`config.mk`:
```
export PLATFORM = sky130hd
export DESIGN_NAME = bc1_encode
export DESIGN_NICKNAME = d
export VERILOG_FILES = /design/src/rtl/bc1_pkg.sv /design/src/rtl/bc1_palette_sel.sv /design/src/rtl/bc1_encode.sv
export SDC_FILE = /design/constraint.sdc
export NUM_CORES = 2
export LEC_CHECK = 0
export CORE_ASPECT_RATIO = 1.75
export CORE_MARGIN = 8
export CORE_UTILIZATION = 58
export CTS_BUF_LIST = sky130_fd_sc_hd__clkbuf_2 sky130_fd_sc_hd__clkbuf_4 sky130_fd_sc_hd__clkbuf_8
export DETAILED_ROUTE_END_ITERATION = 16
export HOLD_SLACK_MARGIN = 0.15
export PLACE_DENSITY_LB_ADDON = 0.15
export SYNTH_ARGS = -nofsm -noshare
export SYNTH_HDL_FRONTEND = slang
export SYNTH_SLANG_ARGS = --single-unit
export TNS_END_PERCENT = 10
```
`constraint.sdc`:
```
create_clock -name clk -period 17.08 [get_ports clk]
set_input_delay 3.416 -clock clk [delete_from_list [all_inputs] [get_ports clk]]
set_output_delay 3.416 -clock clk [all_outputs]
set_load 0.03 [all_outputs]
```
`src/rtl/bc1_pkg.sv`:
```
// Shared BC1 definitions: block field layout, encoder FSM states, RGB565 helpers.
// Optional macro BC1_ENC_ROUND_EN selects rounding (saturating) quantization.
package bc1_pkg;

  localparam int unsigned C1_LSB = 48;
  localparam int unsigned C0_LSB = 32;
  localparam int unsigned IDX_W  = 32;

  typedef enum logic [2:0] {
    ST_IDLE,
    ST_SCAN,
    ST_ENDPT,
    ST_INDEX,
    ST_DONE
  } state_e;

  typedef struct packed {
    logic [4:0] r;
    logic [5:0] g;
    logic [4:0] b;
  } rgb565_t;

  typedef struct packed {
    logic [7:0] r;
    logic [7:0] g;
    logic [7:0] b;
  } rgb888_t;

  function automatic rgb888_t expand565(input rgb565_t c);
    rgb888_t e;
    e.r = {c.r, c.r[4:2]};
    e.g = {c.g, c.g[5:4]};
    e.b = {c.b, c.b[4:2]};
    return e;
  endfunction

  function automatic rgb565_t quant565(input rgb888_t c);
    rgb565_t q;
`ifdef BC1_ENC_ROUND_EN
    q.r = (c.r > 8'd251) ? 5'd31 : 5'((c.r + 8'd4) >> 3);
    q.g = (c.g > 8'd253) ? 6'd63 : 6'((c.g + 8'd2) >> 2);
    q.b = (c.b > 8'd251) ? 5'd31 : 5'((c.b + 8'd4) >> 3);
`else
    q.r = c.r[7:3];
    q.g = c.g[7:2];
    q.b = c.b[7:3];
`endif
    return q;
  endfunction

endpackage

```
`src/rtl/bc1_palette_sel.sv`:
```
// Nearest-palette selector: SAD over RGB, lowest index wins ties; entry 3 only in 4-color mode.
module bc1_palette_sel (
  input  logic [23:0] texel_i,
  input  logic [23:0] p0_i,
  input  logic [23:0] p1_i,
  input  logic [23:0] p2_i,
  input  logic [23:0] p3_i,
  input  logic        mode4_i,
  output logic [1:0]  idx_o
);

  function automatic logic [7:0] absdiff(input logic [7:0] a, input logic [7:0] b);
    return (a > b) ? (a - b) : (b - a);
  endfunction

  function automatic logic [9:0] sad(input logic [23:0] a, input logic [23:0] b);
    return {2'b00, absdiff(a[23:16], b[23:16])}
         + {2'b00, absdiff(a[15:8],  b[15:8])}
         + {2'b00, absdiff(a[7:0],   b[7:0])};
  endfunction

  logic [9:0] d0, d1, d2, d3, best;

  always_comb begin
    d0    = sad(texel_i, p0_i);
    d1    = sad(texel_i, p1_i);
    d2    = sad(texel_i, p2_i);
    d3    = sad(texel_i, p3_i);
    idx_o = 2'd0;
    best  = d0;
    if (d1 < best) begin
      best  = d1;
      idx_o = 2'd1;
    end
    if (d2 < best) begin
      best  = d2;
      idx_o = 2'd2;
    end
    if (mode4_i && (d3 < best)) begin
      idx_o = 2'd3;
    end
  end

endmodule

```
`src/rtl/bc1_encode.sv`:
```
// Sequential BC1 block encoder: scan for bounding box, build palette, pick indices one texel per cycle.
// Build option BC1_ENC_ROUND_EN (in bc1_pkg) switches endpoint quantization to rounding.
module bc1_encode
  import bc1_pkg::*;
#(
  parameter int unsigned ALPHA_THRESH = 128
) (
  input  logic         clk,
  input  logic         rst,
  input  logic         in_valid,
  output logic         in_ready,
  input  logic [511:0] in_pixels,
  output logic         out_valid,
  input  logic         out_ready,
  output logic [63:0]  out_block
);

  localparam logic [8:0] THR = 9'(ALPHA_THRESH);

  state_e         state_q;
  logic [3:0]     cnt_q;
  logic [511:0]   pix_q;
  rgb888_t        mn_q, mx_q;
  logic           any_t_q, any_o_q;
  rgb565_t        c0_q, c1_q;
  logic           mode4_q, allt_q;
  rgb888_t        p0_q, p1_q, p2_q, p3_q;
  logic [IDX_W-1:0] idx_q;
  logic           in_ready_q, out_valid_q;
  logic [63:0]    out_block_q;

  logic [31:0]    texel;
  rgb888_t        tx;
  logic           transp;
  rgb565_t        cmax, cmin, c0_d, c1_d;
  logic           mode4_d;
  rgb888_t        e0, e1, p2_d, p3_d;
  logic [1:0]     sel_idx, idx_d;

  function automatic rgb888_t mix3(input rgb888_t a, input rgb888_t b);
    rgb888_t m;
    m.r = 8'((10'd2 * 10'(a.r) + 10'(b.r)) / 10'd3);
    m.g = 8'((10'd2 * 10'(a.g) + 10'(b.g)) / 10'd3);
    m.b = 8'((10'd2 * 10'(a.b) + 10'(b.b)) / 10'd3);
    return m;
  endfunction

  function automatic rgb888_t avg2(input rgb888_t a, input rgb888_t b);
    rgb888_t m;
    m.r = 8'((9'(a.r) + 9'(b.r)) >> 1);
    m.g = 8'((9'(a.g) + 9'(b.g)) >> 1);
    m.b = 8'((9'(a.b) + 9'(b.b)) >> 1);
    return m;
  endfunction

  assign texel  = pix_q[{cnt_q, 5'd0} +: 32];
  assign tx     = rgb888_t'(texel[23:0]);
  assign transp = {1'b0, texel[31:24]} < THR;

  always_comb begin
    cmax = quant565(mx_q);
    cmin = quant565(mn_q);
    if (!any_o_q) begin
      c0_d = '0;
      c1_d = '0;
    end else if (!any_t_q) begin
      c0_d = cmax;
      c1_d = cmin;
    end else begin
      c0_d = cmin;
      c1_d = cmax;
    end
    mode4_d = c0_d > c1_d;
    e0      = expand565(c0_d);
    e1      = expand565(c1_d);
    if (mode4_d) begin
      p2_d = mix3(e0, e1);
      p3_d = mix3(e1, e0);
    end else begin
      p2_d = avg2(e0, e1);
      p3_d = '0;
    end
  end

  bc1_palette_sel u_sel (
    .texel_i (tx),
    .p0_i    (p0_q),
    .p1_i    (p1_q),
    .p2_i    (p2_q),
    .p3_i    (p3_q),
    .mode4_i (mode4_q),
    .idx_o   (sel_idx)
  );

  assign idx_d = (allt_q || (transp && !mode4_q)) ? 2'd3 : sel_idx;

  always_ff @(posedge clk) begin
    if (rst) begin
      state_q     <= ST_IDLE;
      cnt_q       <= '0;
      pix_q       <= '0;
      mn_q        <= '1;
      mx_q        <= '0;
      any_t_q     <= 1'b0;
      any_o_q     <= 1'b0;
      c0_q        <= '0;
      c1_q        <= '0;
      mode4_q     <= 1'b0;
      allt_q      <= 1'b0;
      p0_q        <= '0;
      p1_q        <= '0;
      p2_q        <= '0;
      p3_q        <= '0;
      idx_q       <= '0;
      in_ready_q  <= 1'b1;
      out_valid_q <= 1'b0;
      out_block_q <= '0;
    end else begin
      case (state_q)
        ST_IDLE: begin
          if (in_valid && in_ready_q) begin
            pix_q      <= in_pixels;
            mn_q       <= '1;
            mx_q       <= '0;
            any_t_q    <= 1'b0;
            any_o_q    <= 1'b0;
            cnt_q      <= '0;
            in_ready_q <= 1'b0;
            state_q    <= ST_SCAN;
          end
        end
        ST_SCAN: begin
          if (transp) begin
            any_t_q <= 1'b1;
          end else begin
            any_o_q <= 1'b1;
            mn_q.r  <= (tx.r < mn_q.r) ? tx.r : mn_q.r;
            mn_q.g  <= (tx.g < mn_q.g) ? tx.g : mn_q.g;
            mn_q.b  <= (tx.b < mn_q.b) ? tx.b : mn_q.b;
            mx_q.r  <= (tx.r > mx_q.r) ? tx.r : mx_q.r;
            mx_q.g  <= (tx.g > mx_q.g) ? tx.g : mx_q.g;
            mx_q.b  <= (tx.b > mx_q.b) ? tx.b : mx_q.b;
          end
          cnt_q <= cnt_q + 4'd1;
          if (cnt_q == 4'd15) state_q <= ST_ENDPT;
        end
        ST_ENDPT: begin
          c0_q    <= c0_d;
          c1_q    <= c1_d;
          mode4_q <= mode4_d;
          allt_q  <= !any_o_q;
          p0_q    <= e0;
          p1_q    <= e1;
          p2_q    <= p2_d;
          p3_q    <= p3_d;
          state_q <= ST_INDEX;
        end
        ST_INDEX: begin
          idx_q[{cnt_q, 1'b0} +: 2] <= idx_d;
          cnt_q <= cnt_q + 4'd1;
          if (cnt_q == 4'd15) state_q <= ST_DONE;
        end
        ST_DONE: begin
          // First DONE cycle publishes the block; afterwards hold until the consumer takes it.
          if (!out_valid_q) begin
            out_valid_q                   <= 1'b1;
            out_block_q[C1_LSB +: 16]     <= c1_q;
            out_block_q[C0_LSB +: 16]     <= c0_q;
            out_block_q[IDX_W-1:0]        <= idx_q;
          end else if (out_ready) begin
            out_valid_q <= 1'b0;
            in_ready_q  <= 1'b1;
            state_q     <= ST_IDLE;
          end
        end
        default: state_q <= ST_IDLE;
      endcase
    end
  end

  assign in_ready  = in_ready_q;
  assign out_valid = out_valid_q;
  assign out_block = out_block_q;

endmodule

```
Fig. 1: M1 wires
Supply wires on this layer in gray.
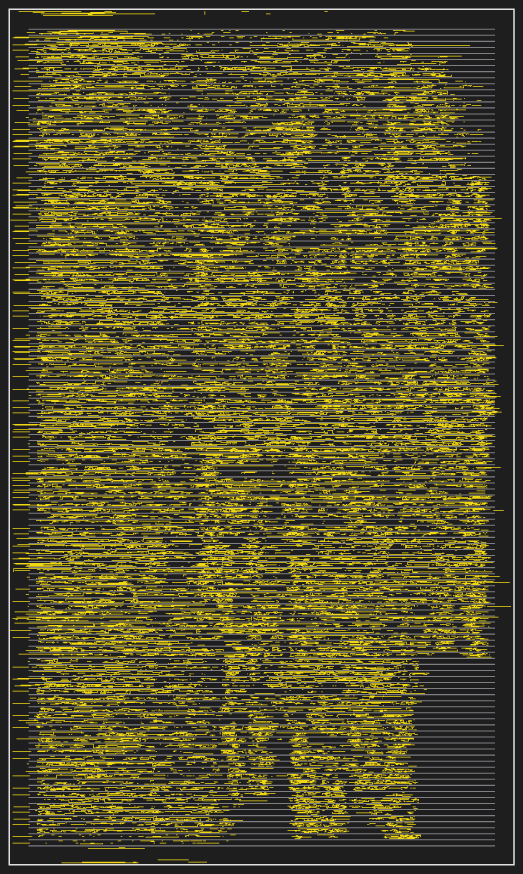
nets with wire on the layer	6386
wire length on this layer	53.2 mm
longest straight run	109 um
main direction	horizontal
share of all routed wire	33%
met1 track utilization from global routing: 0.347
count of vias placed by the detailed router: 43.7k
total wire length after detailed routing: 163000 um

Fig. 2: metal layers overlaid
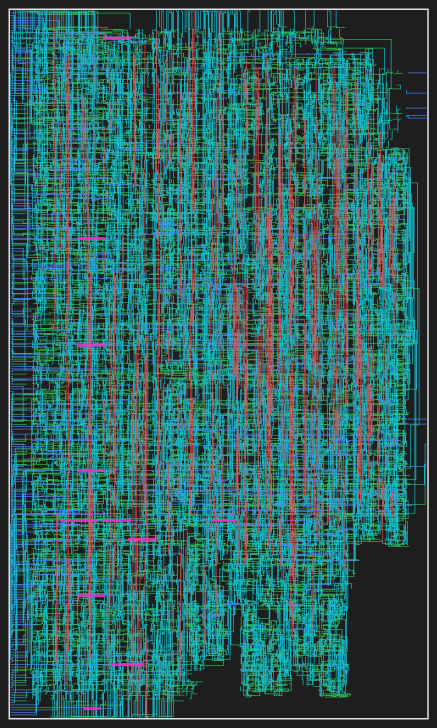
color	layer	wire length
blue	metal 3	11500 um
cyan	metal 2	80.5 mm
magenta	metal 5	151 um
green	metal 1	53.2 mm
red	metal 4	18100 um
drt wl/cell: 23.1 um
all-layer global routing usage: 0.364

==> impl_metrics.toml <==
# implementation run metrics
[status]
result_of_the_run = "finished clean"

[worst_hold_path]
timing.hold.worst_endpoint = "pix_q[460]"
source_of_the_worst_hold_timing_path = "pix_q[460]"
path_class_of_the_lowest_slack_min_delay_path = "reg2reg"
hold_path_depth = 2

[logic_synthesis]
synth.ff_latch_count = 637
yosys.area.top_type = "sky130_fd_sc_hd__dfxtp_1"
syn-num-nets = 6652
yosys.stat.chipArea_um2 = 44900
syn_inst = 5711
post_synth_cell_types = 100
synthFlopType = "sky130_fd_sc_hd__dfxtp_1"
synthesis_warnings = 0
yosys-top-cells-area = "sky130_fd_sc_hd__dfxtp_1 28%, sky130_fd_sc_hd__ha_1 11%, sky130_fd_sc_hd__nand2_1 10%"
postSynthAreaPerCell_um2 = 7.86
synth-edff-count = 0
synth_seq_share = 0.284
syn_area_um2 = 44900
async_reset_ff_frac = 0
synth.yosys.num_cells = 5711
netlist.area_leader.share = 0.284

[final_timing]
max_freq_ghz = 0.0762
final_hold_viol_count = 0
final.setup.tns_ps = 0
report.final.slew_viol_count = 0
worstMarginPinSlew_ps = 1190
fin_skew_ps = 39.2
layout_worst_path_cycle_share = 0.769
worst_hold_slack_ps = 451
setup_slack_after_layout_ps = 3950
grt_setup_unrepaired = "false"
min_period_ps = 13130
worst_slew_margin_rel = 0.208
setup_viol = 0

[floorplanning]
ios = 582
die.size.x_um = 226
floorplanUtilization = 0.583
chipArea_um2 = 86900
die_y_um = 384
fp.coreArea_um2 = 77000
rows = 135

[power_and_ir_drop]
power.total_w = 0.00730
cell_leakage_power_nw = 20.2
vdd.ir_drop.worst_mv = 0.442
total_power_divided_by_cell_area_nw_per_um2 = 140

[cts]
hold_buffers = 0
cts_setup_buffers = 0
late_pin_clk_latency_ps = 790
cts_buffer_depth = 3
cts_buffers = 91
numClockSinks = 637
cts_tree = "built"
clk_pin_slew_ps = 70
cts_resized = 0
h-tree-depth = 3
clock_tree.root_cell = "sky130_fd_sc_hd__clkbuf_8"

[finish]
final_cells = 7086
syn_to_final_growth_pct = 16.0
finalNetCount = 6915
commonest_cells_after_routing_fill_and_taps_aside = "1202 x sky130_fd_sc_hd__nand2_1, 809 x sky130_fd_sc_hd__a21oi_1, 632 x sky130_fd_sc_hd__dfxtp_1"
mostFrequentLayoutCell = "sky130_fd_sc_hd__nand2_1"
drive_gt1_frac = 0.0708

[placement]
numPlacedInstances = 6908
detailedPlace.worstSlack_ps = 4160
io_buffer_count = 469
gp_routability_congestion = 1.00
detailedPlacementHpwl_um = 125000

[setup_path]
reg2reg_setup_slack_ps = 3950
worst_path_max_delay_cell = "sky130_fd_sc_hd__mux4_2"
critPathRequiredTime_ps = 17760
startpoint_type = "register"
r2r-start = "cnt_q[0]"
crit_top_cell = "sky130_fd_sc_hd__a21oi_1"
cp_max_fo = 68
worstSetupEndpointType = "register"
worstRegToRegCells = 58
worst_reg2reg_endpoint = "idx_q[31]"
cp_slowest_stage_delay_ps = 680
arrival_ps = 13810
timing.setup.critical_path_class = "reg2reg"

[routing]
drt-vias-per-instance = 6.17
drt_first_pass_iters = 6
antenna_violating_nets_post_route = 0
first_iter_violations = 3405
drt_drc_violations_left = 0

[job]
log.warning_count = 250
maxCapViolations = 0

[grt]
gr_ovfl_total = 0
antenna_found_initial = 25
first_global_vias = 43300
wire_length_of_the_first_global_routing_pass_um = 244000
largest_net_degree_at_the_start_of_global_routing = 223
Fig. 3: routed metal per tile
The die is cut into 23 by 38 equal tiles; black is low, pale yellow is high, scaled to the fullest tile. Values are wire area over tile area, all layers added.
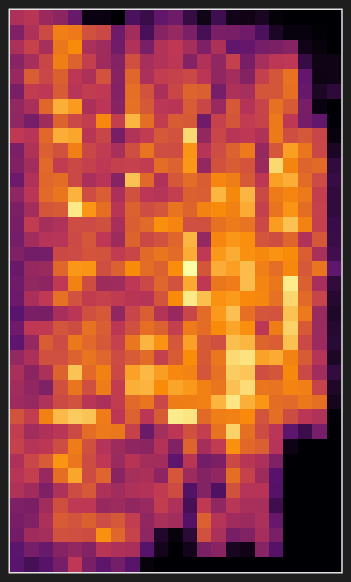
mean over tiles	0.33
emptiest ninth of the die	bottom right
nearly empty tiles	6.9%
tiles over half the peak	54%

-- registers in the layout, indices dropped and copies added, names as in the netlist, 16 cells and up --
name       cells
p3_q          24
pix_q        400
cmin          16
out_block     64
idx_q         32
p2_q          24
cmax          16
-- area by class of cell --
class | count | area, um2
multi-input cells | 4435 | 29700
clock inverters | 19 | 223
repair buffers | 513 | 5070
inverters | 296 | 1110
well taps | 1027 | 1280
diodes | 13 | 32.5
clock buffers | 146 | 1870
flip-flops and latches | 637 | 12800
fillers | 6702 | 25000
-- cell families (layout without fill, tap and decap cells) --
| group | count (synthesis) | after routing | synth area share |
|---|---|---|---|
| AND-OR/OR-AND | 1578 | 1578 | 0.217 |
| XOR/XNOR | 193 | 193 | 0.0377 |
| adder cells (fa/ha/maj) | 429 | 429 | 0.126 |
| buffers and inverters | 639 | 974 | 0.0552 |
| flip-flops | 637 | 637 | 0.284 |
| multiplexers | 243 | 243 | 0.0897 |
| other | 0 | 13 | 0 |
| AND/OR/NAND/NOR | 1992 | 1992 | 0.191 |
-- per-stage QoR --
| step | instance area (um2) | util |
|---|---|---|
| 6_report | 52100 | 0.676 |
| 5_1_grt | 52000 | 0.676 |
| 4_1_cts | 52000 | 0.675 |
| 3_5_place_dp | 49900 | 0.648 |
| 3_3_place_gp | 49900 | 0.648 |
| 2_1_floorplan | 44900 | - |
-- how the worst max path moves through the flow --
stage,end,from,cells after the start
global route,idx_q[22],cnt_q[0],57
CTS,idx_q[30],cnt_q[0],56
global placement,idx_q[6],cnt_q[0],56
floorplan,idx_q[19],cnt_q[0],58
detailed placement,idx_q[7],cnt_q[0],56
finish,idx_q[31],cnt_q[0],58
-- layer usage --
| layer | share of wire | GRT usage | routed length [um] |
|---|---|---|---|
| met4 | 0.11 | 0.346 | 18100 |
| met3 | 0.070 | 0.0850 | 11500 |
| met2 | 0.49 | 0.634 | 80500 |
| met5 | 0.00092 | 0 | 150 |
| met1 | 0.33 | 0.347 | 53200 |
-- cell usage after synthesis (all sizes together), types with 11 or more instances --
cell,instances
a21boi,14
a221oi,42
o32ai,11
nor3,82
ha,386
o22ai,30
o311ai,11
o21ai,199
xnor2,140
nor4,13
mux2,29
clkbuf,290
nor2,325
and2,20
xor2,53
a22oi,15
a211o,13
buf,53
nand3,61
nand4,50
inv,293
dfxtp,637
a31oi,22
mux4,124
a21oi,812
a211oi,54
o21a,58
fa,39
a21o,78
o21bai,43
o211ai,31
o31ai,16
nand2,1204
nor2b,90
and3,29
nand2b,48
a221o,22
or2,15
mux2i,90
or3,23
o22a,14
-- report_power, final --
group          leakage, nW  switching, W  internal (W)
Combinational         13.9       0.00256       0.00176
Clock                 1.11      0.000633      0.000747
Sequential            5.19     0.0000411       0.00155
Total                 20.2       0.00323       0.00406
-- worst max-delay path, delay by kind of cell, from the launching register on --
family                   cells  cell delay, ps
adder cells (fa/ha/maj)      6            1820
multiplexers                 3            1680
AND/OR/NAND/NOR             10            1010
flip-flops                   1             560
buffers and inverters        8            1580
AND-OR/OR-AND               30            5970
XOR/XNOR                     1             220
Power is estimated from default activity; no workload was simulated.
